$ cat src/rtl/axi_lite_master_engine.sv
// Single-outstanding AXI4-Lite master: turns one command into one AW/W/B or AR/R exchange.
// Optional per-phase timeout abort enabled by defining AXIL_MASTER_TIMEOUT_EN.
module axi_lite_master_engine #(
    parameter int unsigned ADDR_WIDTH     = 32,
    parameter int unsigned DATA_WIDTH     = 32,
    parameter int unsigned STRB_WIDTH     = DATA_WIDTH / 8,
    parameter int unsigned TIMEOUT_CYCLES = 256
) (
    input  logic                  aclk,
    input  logic                  areset_n,
    input  logic                  cmd_valid,
    output logic                  cmd_ready,
    input  logic                  cmd_write,
    input  logic [ADDR_WIDTH-1:0] cmd_addr,
    input  logic [DATA_WIDTH-1:0] cmd_wdata,
    input  logic [STRB_WIDTH-1:0] cmd_wstrb,
    output logic                  rsp_valid,
    input  logic                  rsp_ready,
    output logic                  rsp_write,
    output logic [DATA_WIDTH-1:0] rsp_rdata,
    output logic [1:0]            rsp_resp,
    output logic                  rsp_timeout,
    output logic [ADDR_WIDTH-1:0] awaddr,
    output logic                  awvalid,
    input  logic                  awready,
    output logic [DATA_WIDTH-1:0] wdata,
    output logic [STRB_WIDTH-1:0] wstrb,
    output logic                  wvalid,
    input  logic                  wready,
    input  logic [1:0]            bresp,
    input  logic                  bvalid,
    output logic                  bready,
    output logic [ADDR_WIDTH-1:0] araddr,
    output logic                  arvalid,
    input  logic                  arready,
    input  logic [DATA_WIDTH-1:0] rdata,
    input  logic [1:0]            rresp,
    input  logic                  rvalid,
    output logic                  rready
);

    typedef enum logic [2:0] {StIdle, StWaddr, StWresp, StRaddr, StRdata, StResp} state_e;

    state_e state_q;
    logic   aw_done_q, w_done_q;
    logic   aw_hs, w_hs, b_hs, ar_hs, r_hs;
    logic   phase_done;
    logic   tmo_hit;

    always_comb begin
        aw_hs = awvalid & awready;
        w_hs  = wvalid & wready;
        b_hs  = bvalid & bready;
        ar_hs = arvalid & arready;
        r_hs  = rvalid & rready;
        phase_done = 1'b0;
        case (state_q)
            StWaddr: phase_done = (aw_done_q | aw_hs) & (w_done_q | w_hs);
            StWresp: phase_done = b_hs;
            StRaddr: phase_done = ar_hs;
            StRdata: phase_done = r_hs;
            default: phase_done = 1'b0;
        endcase
    end

`ifdef AXIL_MASTER_TIMEOUT_EN
    localparam int unsigned CntWidth = $clog2(TIMEOUT_CYCLES + 1);

    logic [CntWidth-1:0] tmo_cnt_q;

    assign tmo_hit = (tmo_cnt_q == CntWidth'(TIMEOUT_CYCLES - 1));

    // Restarts on every state change, so each wait phase gets its own budget.
    always_ff @(posedge aclk or negedge areset_n) begin
        if (!areset_n) begin
            tmo_cnt_q <= '0;
        end else if (phase_done || tmo_hit ||
                     !(state_q inside {StWaddr, StWresp, StRaddr, StRdata})) begin
            tmo_cnt_q <= '0;
        end else begin
            tmo_cnt_q <= tmo_cnt_q + CntWidth'(1);
        end
    end
`else
    assign tmo_hit     = 1'b0;
    assign rsp_timeout = 1'b0;
`endif

    always_ff @(posedge aclk or negedge areset_n) begin
        if (!areset_n) begin
            state_q   <= StIdle;
            aw_done_q <= 1'b0;
            w_done_q  <= 1'b0;
            cmd_ready <= 1'b0;
            rsp_valid <= 1'b0;
            rsp_write <= 1'b0;
            rsp_rdata <= '0;
            rsp_resp  <= 2'b00;
            awaddr    <= '0;
            awvalid   <= 1'b0;
            wdata     <= '0;
            wstrb     <= '0;
            wvalid    <= 1'b0;
            bready    <= 1'b0;
            araddr    <= '0;
            arvalid   <= 1'b0;
            rready    <= 1'b0;
`ifdef AXIL_MASTER_TIMEOUT_EN
            rsp_timeout <= 1'b0;
`endif
        end else begin
            case (state_q)
                StIdle: begin
                    if (cmd_valid && cmd_ready) begin
                        cmd_ready <= 1'b0;
                        if (cmd_write) begin
                            awaddr    <= cmd_addr;
                            wdata     <= cmd_wdata;
                            wstrb     <= cmd_wstrb;
                            awvalid   <= 1'b1;
                            wvalid    <= 1'b1;
                            aw_done_q <= 1'b0;
                            w_done_q  <= 1'b0;
                            state_q   <= StWaddr;
                        end else begin
                            araddr  <= cmd_addr;
                            arvalid <= 1'b1;
                            state_q <= StRaddr;
                        end
                    end else begin
                        cmd_ready <= 1'b1;
                    end
                end
                StWaddr: begin
                    if (aw_hs) begin
                        awvalid   <= 1'b0;
                        aw_done_q <= 1'b1;
                    end
                    if (w_hs) begin
                        wvalid   <= 1'b0;
                        w_done_q <= 1'b1;
                    end
                    if (phase_done) begin
                        bready  <= 1'b1;
                        state_q <= StWresp;
                    end else if (tmo_hit) begin
                        awvalid <= 1'b0;
                        wvalid  <= 1'b0;
                    end
                end
                StWresp: begin
                    if (b_hs) begin
                        bready    <= 1'b0;
                        rsp_valid <= 1'b1;
                        rsp_write <= 1'b1;
                        rsp_rdata <= '0;
                        rsp_resp  <= bresp;
                        state_q   <= StResp;
                    end else if (tmo_hit) begin
                        bready <= 1'b0;
                    end
                end
                StRaddr: begin
                    if (ar_hs) begin
                        arvalid <= 1'b0;
                        rready  <= 1'b1;
                        state_q <= StRdata;
                    end else if (tmo_hit) begin
                        arvalid <= 1'b0;
                    end
                end
                StRdata: begin
                    if (r_hs) begin
                        rready    <= 1'b0;
                        rsp_valid <= 1'b1;
                        rsp_write <= 1'b0;
                        rsp_rdata <= rdata;
                        rsp_resp  <= rresp;
                        state_q   <= StResp;
                    end else if (tmo_hit) begin
                        rready <= 1'b0;
                    end
                end
                StResp: begin
                    if (rsp_ready) begin
                        rsp_valid <= 1'b0;
                        cmd_ready <= 1'b1;
                        state_q   <= StIdle;
                    end
                end
                default: state_q <= StIdle;
            endcase

            // Abort: channel handshakes were dropped above; synthesize a SLVERR response.
            if (tmo_hit && !phase_done &&
                state_q inside {StWaddr, StWresp, StRaddr, StRdata}) begin
                rsp_valid <= 1'b1;
                rsp_write <= (state_q == StWaddr) || (state_q == StWresp);
                rsp_rdata <= '0;
                rsp_resp  <= 2'b10;
                state_q   <= StResp;
            end
`ifdef AXIL_MASTER_TIMEOUT_EN
            if (state_q == StIdle) begin
                rsp_timeout <= 1'b0;
            end else if (tmo_hit && !phase_done && state_q != StResp) begin
                rsp_timeout <= 1'b1;
            end
`endif
        end
    end

endmodule

$ cat config.mk
export PLATFORM = sky130hd
export DESIGN_NAME = axi_lite_master_engine
export DESIGN_NICKNAME = d
export VERILOG_FILES = /design/src/rtl/axi_lite_master_engine.sv
export SDC_FILE = /design/constraint.sdc
export NUM_CORES = 1
export LEC_CHECK = 0
export ABC_AREA = 1
export CAP_MARGIN = 5
export CORE_MARGIN = 1
export CORE_UTILIZATION = 43
export DETAILED_ROUTE_END_ITERATION = 8
export GPL_TIMING_DRIVEN = 0
export PLACE_DENSITY = 0.83
export SYNTH_ARGS = -nofsm -noshare
export SYNTH_HDL_FRONTEND = slang
export SYNTH_SLANG_ARGS = --single-unit
$ cat constraint.sdc
create_clock -name aclk -period 1.8 [get_ports aclk]
set_clock_uncertainty 0.15 [all_clocks]
set_input_delay 0.36 -clock aclk [delete_from_list [all_inputs] [get_ports aclk]]
set_output_delay 0.36 -clock aclk [all_outputs]
set_load 0.02 [all_outputs]
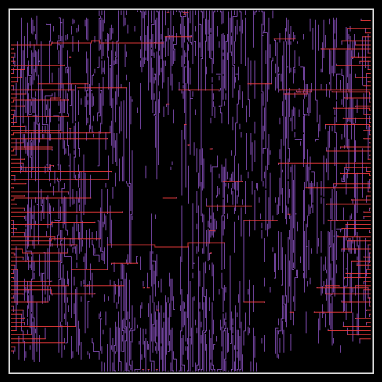
(images/metal_stack.png)
Drawn at 3 px/micron. Two of the layers only.
met2 -> purple  # wire length 8760 microns
met3 -> red  # wire length 1510 microns

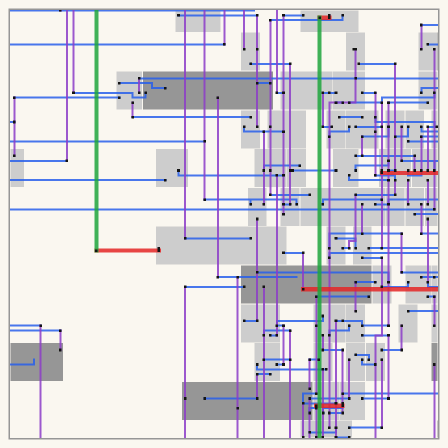
(images/zoom.png)
Region (45, 45) to (75, 75) microns. Cells in gray, sequential cells in the stronger gray; small squares are vias.
met3 -> red
met1 -> blue
met4 -> green
met2 -> purple
cells with their middle in the window = 45
most frequent = nand2_1 (10), nor2_1 (6)
sequential cells in the window = 3

==> run summary <==
Summary of implementation figures.

Flow run
The number of OpenROAD warnings is 27.

Die
The top-level port count is 257. According to the floorplan report, the die width is roughly 120 microns. After floorplanning, the die was sized to cover 0.0146 sq mm. In this run the core area contains between 40 and 50 standard-cell rows. The effective utilization at floorplan is a little over two fifths.

Final timing
OpenROAD reports that the post-layout worst path occupies a little over nine tenths of the period. The final max-slew violation count recorded for this run is 0. Setup slack on the critical path of the routed design comes to ~66 ps. The worst hold slack across all endpoints is roughly 320 ps. The transition time of the tightest slew-check pin is 689 ps.

The shortest clock period the worst path allows after layout is 1730 ps. Setup repair after global routing could not meet its margin everywhere. The setup-violating endpoint count in the final report is 0.

Setup path
At the worst endpoint, the required time is approximately 1300 ps. The largest delay contributor family on the critical path is flip-flops. The path type of the worst setup path is reg -> out.

Max fanout on the critical path was recorded as 4. The type of element launching the critical path is a flop. The script reports the combined buffer and inverter count of the critical path as 1.

The worst setup slack for register-to-register paths is roughly 80 ps. Traced cell by cell, the critical path runs through dlygate4sd2_1. The cell with the largest stage delay on the worst path is dfrtp_1. The arrival time of the worst setup path is between 1000 and 1500 ps.

The longest incremental delay of any stage on the critical path is reported as ~420 ps.

Placed design
Including well taps, the total number of placed cells is around 1100. In this run the tool buffered the top-level ports with approximately 260 buffer cells. Summed over all nets, the half-perimeter wirelength after detailed placement is around 13000 microns. The final RePlAce weighted congestion is 0.779. Once placement finished, the instance area stood at roughly 0.009 sq mm. Timing analysis after detailed placement gives a worst setup slack of -407 ps.

Logic synthesis
After synthesis, the most frequently instantiated cells are nand2_1 (328), dfrtp_1 (147), nand3_1 (84), nand3_2 (21), clkbuf_1 (20). Yosys instantiated no cell more often than nand2_1. The post-synthesis net count is 791. By area the synthesized netlist is led by dfrtp_1 (61%), nand2_1 (20%), nand3_1 (6.9%), nand3_2 (3.5%), clkbuf_1 (1.2%). The area reported by Yosys stat is 0.00607 sq mm. Each instance of the synthesized netlist takes up on average 8.96 sq um. The most used flip-flop cell after synthesis is dfrtp_1. The synthesized instance count is 677. Synthesis inferred about 150 register bits. For this design, Yosys synthesis ends with a cell count of about 680. The synthesized netlist contains 26 unique library cells.

Layout
The net total in the final layout is ~1100. The number of antenna diodes in the final layout is 0. The share of cells above drive strength 1 is 10.9%.

Once layout is complete, the cells apart from fillers number 1150. Once layout is done, the placed cells without fillers occupy about 0.0094 sq mm.

Route
The remaining antenna violation count is 0. Detailed routing inserted a total of around 5600 vias. The average routed wire per standard cell is around 15 microns. The DRC violation count after routing is 0. The number of iterations in the first detailed-routing pass is 4. After detailed routing, the number of vias per cell comes to ~4.9.

Min path
According to the hold report, the worst path is of the reg -> reg type.

Clocking
Counting the buffers created by CTS gives 17. In this run the deepest clock path goes through 2 buffers. The CTS tree is done. In this run the clock root is driven by a clkbuf_16. The clock slew at the register clock pins of the worst setup and hold paths is roughly 60 ps. The H-tree was split into 4 levels. Clock latency on the worst-skew pair, taken at its later pin, is roughly 420 ps.

Pwr
The script computed a power per unit cell area of between 700 and 800 mW/mm^2.

Global route
The total track usage is between 20% and 30%. The total overflow reported by the global router is 0. The number of antenna violations at the first check in global routing is 0.

Outcome
The flow ran to the end, and the final reports show no timing, DRC or antenna violations.
report_power, final:
part	total [mW]	switching, mW	internal, mW
clock	3.64	1.39	2.25
sequential	3.30	0	3.30
combinational	0.366	0.138	0.228
cell families (layout without fill, tap and decap cells):
group	count (synthesis)	count (layout)	share of synthesized area [%]
other	1	1	0.0618
flip-flops	147	147	60.6
AND-OR/OR-AND	15	15	1.44
AND/OR/NAND/NOR	456	456	33.3
buffers and inverters	58	351	4.60
flip-flops by register name, summed over array words and instances (netlist names), 2 cells and up:
name       cells
awaddr        32
state_q        3
rsp_rdata     32
wstrb          4
wdata         32
rsp_resp       2
araddr        32
final timing paths:
check	start	end	cells past startpoint
setup / recovery	rready	rready	1
hold / removal	araddr[11]	araddr[11]	2
setup reg to reg	state_q[2]	awaddr[0]	7
hold reg to reg	araddr[11]	araddr[11]	2
max in group asynchronous	areset_n	araddr[17]	3
min in group asynchronous	areset_n	rsp_rdata[5]	2
timing repair:
item / CTS / global route
hold endpoints to repair: 71 / 0
pin swaps: 2 / 2
hold buffers: 1 / 0
setup endpoints to repair: 214 / 74
setup buffers: 3 / 2
resized: 156 / 27
metal layers:
layer | GRT usage (%) | vias to the layer above | part of all wire, %
met3 | 9.25 | 23 | 8.5
met1 | 31.4 | 2646 | 40
met2 | 42.1 | 214 | 49
met4 | 9.26 | 0 | 1.9
met5 | 0 | - | 0
li1 | - | 2710 | -
cell type report:
| type | instances | area, sq um |
|---|---|---|
| fillers | 1170 | 4400 |
| flip-flops and latches | 147 | 3680 |
| repair buffers | 262 | 2450 |
| multi-input cells | 472 | 2140 |
| clock buffers | 19 | 453 |
| plain buffers | 39 | 249 |
| well taps | 180 | 225 |
| clock inverters | 13 | 159 |
| inverters | 18 | 70.1 |
through the flow:
step                power [mW]  TNS [ps]
floorplan                 3.39         0
global placement          3.72   -882750
detailed placement        3.73    -31300
CTS                       7.37         0
global route              7.57      -162
finish                    7.31         0
cell usage in the layout (no fill, tap or decap):
cell type        synthesis  final
buf_4                    3      9
nand3_4                  1      1
nand2_1                328    326
dfrtp_1                147    147
nand3_1                 84     84
a21oi_1                  4      4
nand2_8                  0      1
buf_2                   10     12
clkdlybuf4s50_1          0    112
or2_2                    2      2
nand4_1                  6      6
conb_1                   1      1
nor3_4                   2      2
o21ai_0                  3      3
o21a_1                   2      2
clkinvlp_4               0      6
inv_1                   12     12
inv_2                    6      5
clkbuf_2                 0      5
nand3_2                 21     21
a21boi_1                 1      1
o21ai_1                  3      3
nand2_2                  1      1
clkinv_4                 0      1
inv_4                    0      1
bufinv_16                0      3
o211ai_1                 2      2
clkbuf_8                 0      3
clkinv_2                 0      3
clkbuf_4                 0      1
buf_6                    5      8
clkbuf_16                0     17
buf_16                   0      1
nor2_1                   8      7
nor3_1                   2      2
nand2_4                  1      2
clkbuf_1                20      9
dlygate4sd3_1            0      1
dlygate4sd2_1            0    142
nor2_2                   0      1
Power figures rest on the tool's default switching activity, not on a simulated workload.
